Design mult_seq5, sky130hd; sources not shown.
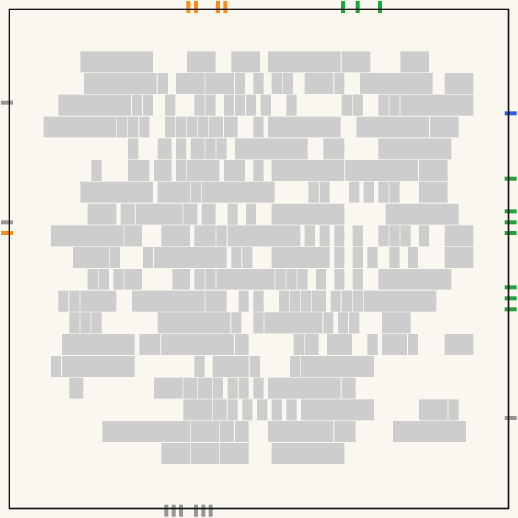
*Ports around the boundary, run 1*
Drawn at 8 px/um. Pins as bars across the die edge, other pins in grey.
colour	port	pins	direction	edge
orange	num2	5	input	4 north, 1 west
blue	busy	1	output	east
green	produto	10	output	7 east, 3 north
count of input and output buffers: 24
horizontal die dimension: 62.2 um
die outline height: 62.2 um

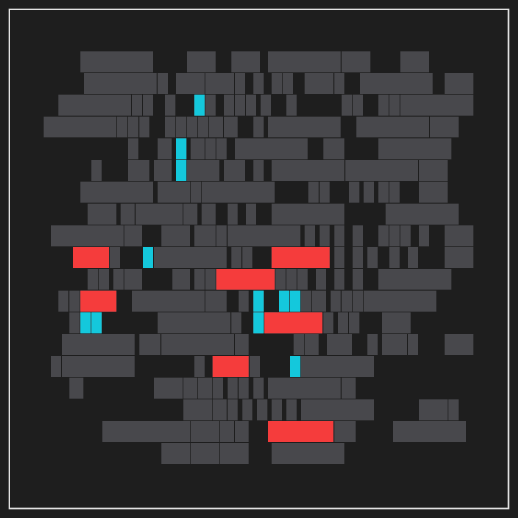
*Gate families picked out, run 1*
Drawn at 8 px/um.
colour	family	cells
red	adder and majority cells	7
cyan	inverters	11
most used logic cell in the final layout: sky130_fd_sc_hd__nand2_1
count of non-filler cells in the finished layout: 236
combinational fraction of the cell area: 34.4%

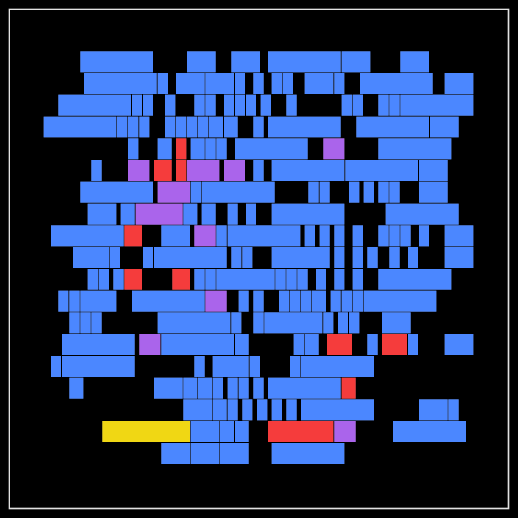
*Cells by drive strength, run 1*
Drawn at 8 px/um.
colour	size	cells	share
yellow	_6 and larger	1	0.49%
purple	_3 and _4 cells	10	4.9%
red	_2 cells	10	4.9%
blue	_0 and _1 cells	184	90%
final worst-path setup slack: 121 ps
growth of design area from synthesis to finish: 21.3%
final design instance area without fill: 1850 um2
Non-Clock Buffer Count: 27

==> flow_metrics.env, run 1 <==
# source this file to load flow results
export IMPL_insertion_delay_late_pin_ps=330
export IMPL_p_int_mw=1.31
export IMPL_power_sequential_fraction_pct=40.9
export IMPL_clk_path_buf_depth=2
export IMPL_drtAntennaViolNets=0
export IMPL_floorplan_core_util_pct=55.0
export IMPL_status="finished with violations"
export IMPL_hold_viol_final=0
export IMPL_period_needed_ps=2430
export IMPL_cts_hold_buf=0
export IMPL_warnings=27
export IMPL_syn_instance_count=176
export IMPL_setup_viol=0
export IMPL_ys_warn_count=0
export IMPL_power_share_combinational_pct=42.2
export IMPL_core_area_um2=2780
export IMPL_cts_htree_levels=2
export IMPL_clock_power_share_pct=17.0
export IMPL_hold_depth=3
export IMPL_post_route_period_util_pct=95.3
export IMPL_switching_share_pct=39.6
export IMPL_post_dp_area_um2=1760
export IMPL_timing_slew_headroom_pct=-9.17
export IMPL_worstPathMaxFanout=3
export IMPL_wl_per_cell_um=12.5
export IMPL_route_final_wire_length_um=2960
export IMPL_route_detailed_drc=0
export IMPL_initial_antenna_violation_count=0
export IMPL_drt_first_iter_violations=96
export IMPL_delay_of_the_slowest_cell_on_the_worst_path_ps=490
export IMPL_reg2reg_setup_slack_ps=120
export IMPL_unrepaired_setup_endpoints_after_global_routing="false"
export IMPL_yosys_cell_types_count=19
export IMPL_worst_path_max_delay_cell="sky130_fd_sc_hd__fa_1"
export IMPL_postLayoutCoreUtil_pct=66.7
export IMPL_number_of_global_route_vias_before_repair=1189
export IMPL_track_usage_pct=17.5
export IMPL_worstSetupEndpointType="register"
export IMPL_leakage_nw=0.966
export IMPL_share_of_cells_above_drive_strength_1_pct=10.2
export IMPL_design_portCount=25
export IMPL_worst_setup_hold_path_clk_slew_ps=90
export IMPL_grt_overflow_total=0
export IMPL_max_slew_worst_pin_slew_ps=1640
export IMPL_global_route_wire_length_before_repair_um=5430
export IMPL_vdd_ir_drop_worst_mv=1.00
export IMPL_clock_root_buffer="sky130_fd_sc_hd__clkbuf_4"
export IMPL_diode_insertion_count_for_antenna_repair=0
export IMPL_synth_sequential_area_ratio_pct=52.4
export IMPL_cts_inserted_buffers=5
export IMPL_grt_start_max_net_pins=33
export IMPL_max_cap_viol_count=1
export IMPL_synth_flops=32
export IMPL_min_path_type="in -> reg"
export IMPL_final_skew_ps=7.31
export IMPL_syn_area_um2=1530
export IMPL_detail_route_first_pass_iterations=4
export IMPL_numClockSinks=32
export IMPL_critical_path_arrival_ps=2710
export IMPL_final_layout_top_logic_cells="sky130_fd_sc_hd__nand2_1 (92), sky130_fd_sc_hd__dfrtp_1 (32), sky130_fd_sc_hd__clkdlybuf4s50_1 (23)"
export IMPL_cts_tree="built"
export IMPL_die_area_um2=3870
export IMPL_flip_flop_count_of_the_largest_register_all_copies_and_words_added=10
export IMPL_finalNetCount=224
export IMPL_powerDensity_nw_per_um2=1170
export IMPL_failed_checks="capacitance limit, slew limit"
export IMPL_synthesis_area_per_instance_um2=8.69
export IMPL_number_of_placed_instances_taps_included=226
export IMPL_synth_chip_area_um2=1530
export IMPL_timing_max_transition_violations_final=33
export IMPL_total_number_of_placement_rows=19
export IMPL_fp_nets=196
export IMPL_place_gp_congestion=0.843
export IMPL_critPathLaunchType="register"
export IMPL_synth_stat_cells=176
export IMPL_detailedPlacementHpwl_um=2270
export IMPL_path_common_cell="sky130_fd_sc_hd__nand2_1"
export IMPL_worst_ep_required_time_ps=2830
export IMPL_crit_chain="ha_1 > fa_1 > inv_1 > fa_1 > inv_1 > fa_2 > fa_1 > nand2_1 > nand2_1 > nand2_1 > nand2_1"
export IMPL_depth_of_the_worst_register_to_register_path=11
export IMPL_detailroute_via_count=1195
export IMPL_fmax_mhz=412
export IMPL_path_class="reg -> reg"
export IMPL_final_fill_count=228
export IMPL_number_of_vias_per_cell=5.06
export IMPL_setup_total_negative_slack_ps=0
export IMPL_total_net_switching_power_mw=0.861
-- run 1: cell usage after synthesis --
master / instances / area [um2]
sky130_fd_sc_hd__nand2_1: 92 / 345
sky130_fd_sc_hd__dfrtp_1: 32 / 801
sky130_fd_sc_hd__nand3_1: 12 / 60.1
sky130_fd_sc_hd__inv_1: 9 / 33.8
sky130_fd_sc_hd__fa_1: 4 / 80.1
sky130_fd_sc_hd__o21ai_0: 4 / 20.0
sky130_fd_sc_hd__buf_6: 3 / 33.8
sky130_fd_sc_hd__ha_1: 3 / 37.5
sky130_fd_sc_hd__nor2_1: 3 / 11.3
sky130_fd_sc_hd__buf_2: 2 / 10.0
sky130_fd_sc_hd__inv_2: 2 / 7.51
sky130_fd_sc_hd__nor2_2: 2 / 12.5
sky130_fd_sc_hd__o21ai_2: 2 / 17.5
sky130_fd_sc_hd__buf_4: 1 / 7.51
sky130_fd_sc_hd__nand2_2: 1 / 6.26
sky130_fd_sc_hd__nand2_4: 1 / 11.3
sky130_fd_sc_hd__nor2_4: 1 / 11.3
sky130_fd_sc_hd__o21ai_4: 1 / 16.3
sky130_fd_sc_hd__or2_2: 1 / 6.26
-- run 1: metrics by stage --
step	power, mW	hold WS, ps	worst slack, ps
final	2.18	481	121
after global routing	2.41	480	21.1
after CTS	2.18	300	71.4
after detailed placement	1.81	465	82.2
after global placement	1.74	458	190
after floorplan	1.50	-40.6	266
-- run 1: layout make-up --
class	instances	area, um2	share of cell area [%]
Timing Repair Buffer	27	259	14.0
Clock buffer	6	41.3	2.23
Tap cell	31	38.8	2.09
Sequential cell	32	801	43.2
Clock inverter	2	35.0	1.89
Inverter	11	41.3	2.23
Multi-Input combinational cell	127	638	34.4
-- run 1: worst max-delay path, delay by kind of cell, from the launching register on --
family / cells / cell delay [ps]
flip-flops: 1 / 410
adder cells (fa/ha/maj): 5 / 1570
AND/OR/NAND/NOR: 4 / 280
buffers and inverters: 2 / 140
-- run 1: cell families (layout without fill, tap and decap cells) --
group                    Yosys count  count (layout)  share of synthesized area, %
AND-OR/OR-AND                      7               7                          3.52
adder cells (fa/ha/maj)            7               7                          7.69
buffers and inverters             17              46                          6.06
flip-flops                        32              32                          52.4
AND/OR/NAND/NOR                  113             113                          30.4
-- run 1: routing by layer --
metal  vias up  routed length, um  global-route usage (%)
li1        602                  -                       -
met3         6                199                    6.85
met4         0                 42                    5.96
met5         -                  0                       0
met1       557               1230                    23.1
met2        30               1480                    26.3
-- run 1: timing repair --
action                     4_1_cts  5_1_grt
setup endpoints to repair        0        2
resized                          0        1
buffers inserted                 0        2
-- run 1: power by group through the flow --
stage | Combinational [mW] | Sequential, mW | Clock (mW)
2_1_floorplan | 0.632 | 0.869 | 0
3_3_place_gp | 0.861 | 0.882 | 0
3_5_place_dp | 0.910 | 0.898 | 0
4_1_cts | 0.913 | 0.888 | 0.383
5_1_grt | 1.07 | 0.924 | 0.414
6_report | 0.918 | 0.889 | 0.369
--- run 2 (diff from run 1) ---
TNS_END_PERCENT = unset   (was 30)
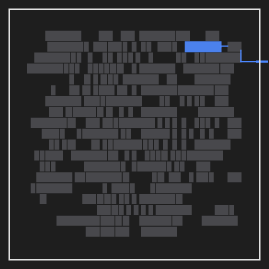
*Port wiring, run 2*
Drawn at 4 px/um.
colour	port	direction	edge	end cells	wire
blue	busy	output	east	1	9.20 um
num ports: 25

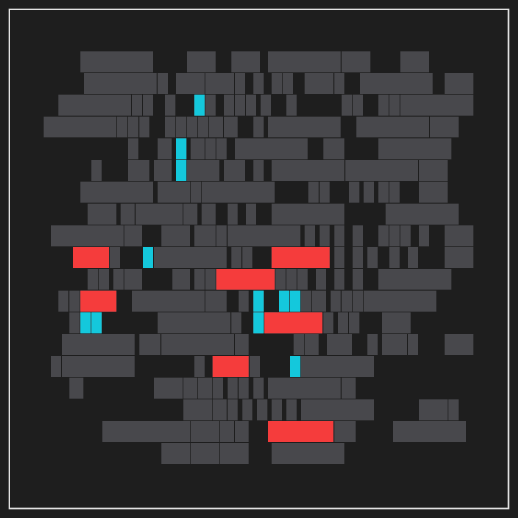
*Gate families picked out, run 2*
Drawn at 8 px/um.
colour	family	cells
red	adder and majority cells	7
cyan	inverters	11

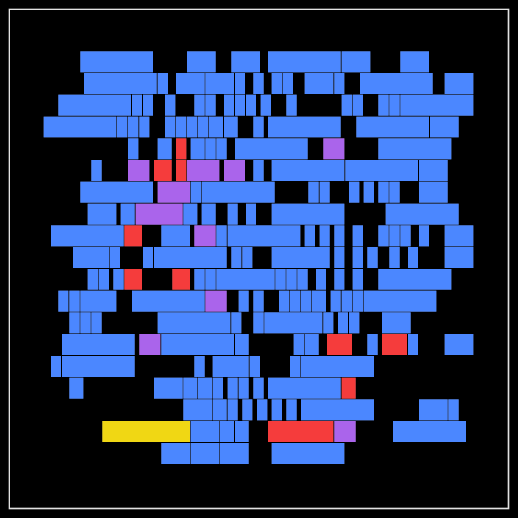
*Cells by drive strength, run 2*
Drawn at 8 px/um.
colour	size	cells	share
purple	_3 and _4 cells	10	4.9%
yellow	_6 and larger	1	0.49%
blue	_0 and _1 cells	184	90%
red	_2 cells	10	4.9%

==> run 2 against run 1 <==
  * The flow still finishes with violations (capacitance limit, slew limit)
  * Count of clock-buffer cells in the layout is the same
  * Worst setup slack unchanged
  * Power is the same
  * Flip-flop count stayed put
  * Sequential power is essentially flat
  * Wire length is the same
  * Synthesized cell count unchanged
  * Largest cell class unchanged
==> flow_metrics.env, run 2 <==
# source this file to load flow results
export IMPL_grt_start_max_net_pins=33
export IMPL_number_of_placed_instances_taps_included=226
export IMPL_synth_flops=32
export IMPL_synthesis_area_per_instance_um2=8.69
export IMPL_warnings=27
export IMPL_wl_per_cell_um=12.5
export IMPL_min_path_type="in -> reg"
export IMPL_timing_max_transition_violations_final=33
export IMPL_synth_stat_cells=176
export IMPL_hold_depth=3
export IMPL_instances_no_fill=236
export IMPL_finalNetCount=224
export IMPL_die_area_um2=3870
export IMPL_status="finished with violations"
export IMPL_yosys_area_top_type_share_pct=52.4
export IMPL_layout_top_cell_excl_fill_tap="sky130_fd_sc_hd__nand2_1"
export IMPL_floorplan_core_util_pct=55.0
export IMPL_worst_setup_hold_path_clk_slew_ps=90
export IMPL_detail_route_first_pass_iterations=4
export IMPL_top_cells_by_area="sky130_fd_sc_hd__dfrtp_1 (52%), sky130_fd_sc_hd__nand2_1 (23%), sky130_fd_sc_hd__fa_1 (5.2%)"
export IMPL_worst_path_max_delay_cell="sky130_fd_sc_hd__fa_1"
export IMPL_ys_warn_count=0
export IMPL_hold_viol_final=0
export IMPL_path_depth=11
export IMPL_critPathLaunchType="register"
export IMPL_place_gp_congestion=0.843
export IMPL_synth_most_common_cell="sky130_fd_sc_hd__nand2_1"
export IMPL_leakage_nw=0.966
export IMPL_worstSetupEndpointType="register"
export IMPL_insertion_delay_late_pin_ps=330
export IMPL_final_critical_path_setup_slack_ps=121
export IMPL_max_slew_worst_pin_slew_ps=1640
export IMPL_area_growth_pct=21.3
export IMPL_synthDominantAreaCellType="sky130_fd_sc_hd__dfrtp_1"
export IMPL_die_h_um=62.2
export IMPL_place_worst_setup_slack_ps=82.2
export IMPL_powerDensity_nw_per_um2=1170
export IMPL_crit_chain="ha_1 > fa_1 > inv_1 > fa_1 > inv_1 > fa_2 > fa_1 > nand2_1 > nand2_1 > nand2_1 > nand2_1"
export IMPL_failed_checks="capacitance limit, slew limit"
export IMPL_dominantRegCellSynth="sky130_fd_sc_hd__dfrtp_1"
export IMPL_track_usage_pct=17.5
export IMPL_path_class="reg -> reg"
export IMPL_synth_chip_area_um2=1530
export IMPL_final_layout_top_logic_cells="sky130_fd_sc_hd__nand2_1 (92), sky130_fd_sc_hd__dfrtp_1 (32), sky130_fd_sc_hd__clkdlybuf4s50_1 (23)"
export IMPL_worst_hold_slack_ps=481
export IMPL_numPortBuffers=24
export IMPL_critical_path_n_buffers_inverters=2
export IMPL_global_route_wire_length_before_repair_um=5430
export IMPL_setup_total_negative_slack_ps=0
export IMPL_detailroute_via_count=1195
export IMPL_floorplan_die_width_um=62.2
export IMPL_drt_first_iter_violations=96
export IMPL_worstPathMaxFanout=3
export IMPL_detailedPlacementHpwl_um=2270
export IMPL_reg2reg_setup_slack_ps=120
export IMPL_timing_slew_headroom_pct=-9.17
export IMPL_clk_path_buf_depth=2
export IMPL_number_of_global_route_vias_before_repair=1189
export IMPL_final_fill_count=228
export IMPL_core_area_um2=2780
export IMPL_total_number_of_placement_rows=19
export IMPL_asyncSetResetFlopFracSynth_pct=100
export IMPL_fmax_mhz=412
export IMPL_number_of_vias_per_cell=5.06
export IMPL_share_of_cells_above_drive_strength_1_pct=10.2
export IMPL_max_cap_viol_count=1
export IMPL_cts_hold_buf=0
export IMPL_common_cells="sky130_fd_sc_hd__nand2_1 (92), sky130_fd_sc_hd__dfrtp_1 (32), sky130_fd_sc_hd__nand3_1 (12)"
[run 2: cell families after synthesis]
group | after synthesis | share of synthesized area, %
AOI/OAI and AO/OA | 7 | 3.52
and+or+nand+nor | 113 | 30.4
buffers and inverters | 17 | 6.06
DFF | 32 | 52.4
adders and majority gates | 7 | 7.69
[run 2: routing by layer]
layer,up-vias,GRT usage [%],routed length (um)
li1,602,-,-
met1,557,23.1,1230
met2,30,26.3,1480
met3,6,6.85,199
met4,0,5.96,42
met5,-,0,0
[run 2: per-stage QoR]
stage / util, % / area (um2)
after floorplan: - / 1530
after CTS: 66.2 / 1840
after global placement: 63.4 / 1760
after global routing: 66.7 / 1850
after detailed placement: 63.4 / 1760
final: 66.7 / 1850
[run 2: area by class of cell]
cell class              count  area [um2]  share of cell area [%]
clock inverters             2        35.0                    1.89
flip-flops and latches     32         801                    43.2
inverters                  11        41.3                    2.23
clock buffers               6        41.3                    2.23
repair buffers             27         259                    14.0
multi-input cells         127         638                    34.4
well taps                  31        38.8                    2.09
[run 2: timing repair]
| item | 4_1_cts | 5_1_grt |
|---|---|---|
| setup endpoints to repair | 0 | 2 |
| gates resized | 0 | 1 |
| buffers inserted | 0 | 2 |
[run 2: power breakdown]
part           switching, mW  leakage [nW]  internal [mW]  total [mW]
logic                  0.522         0.516          0.396       0.918
clock network          0.164        0.0422          0.205       0.369
registers              0.176         0.408          0.713       0.889
total                  0.861         0.966           1.31        2.18
[run 2: worst register-to-register path, delay by kind of cell, from the launching register on]
| family | cells | cell delay [ps] |
|---|---|---|
| adder cells (fa/ha/maj) | 5 | 1570 |
| flip-flops | 1 | 410 |
| AND/OR/NAND/NOR | 4 | 280 |
| buffers and inverters | 2 | 140 |
Power is estimated from default activity; no workload was simulated.
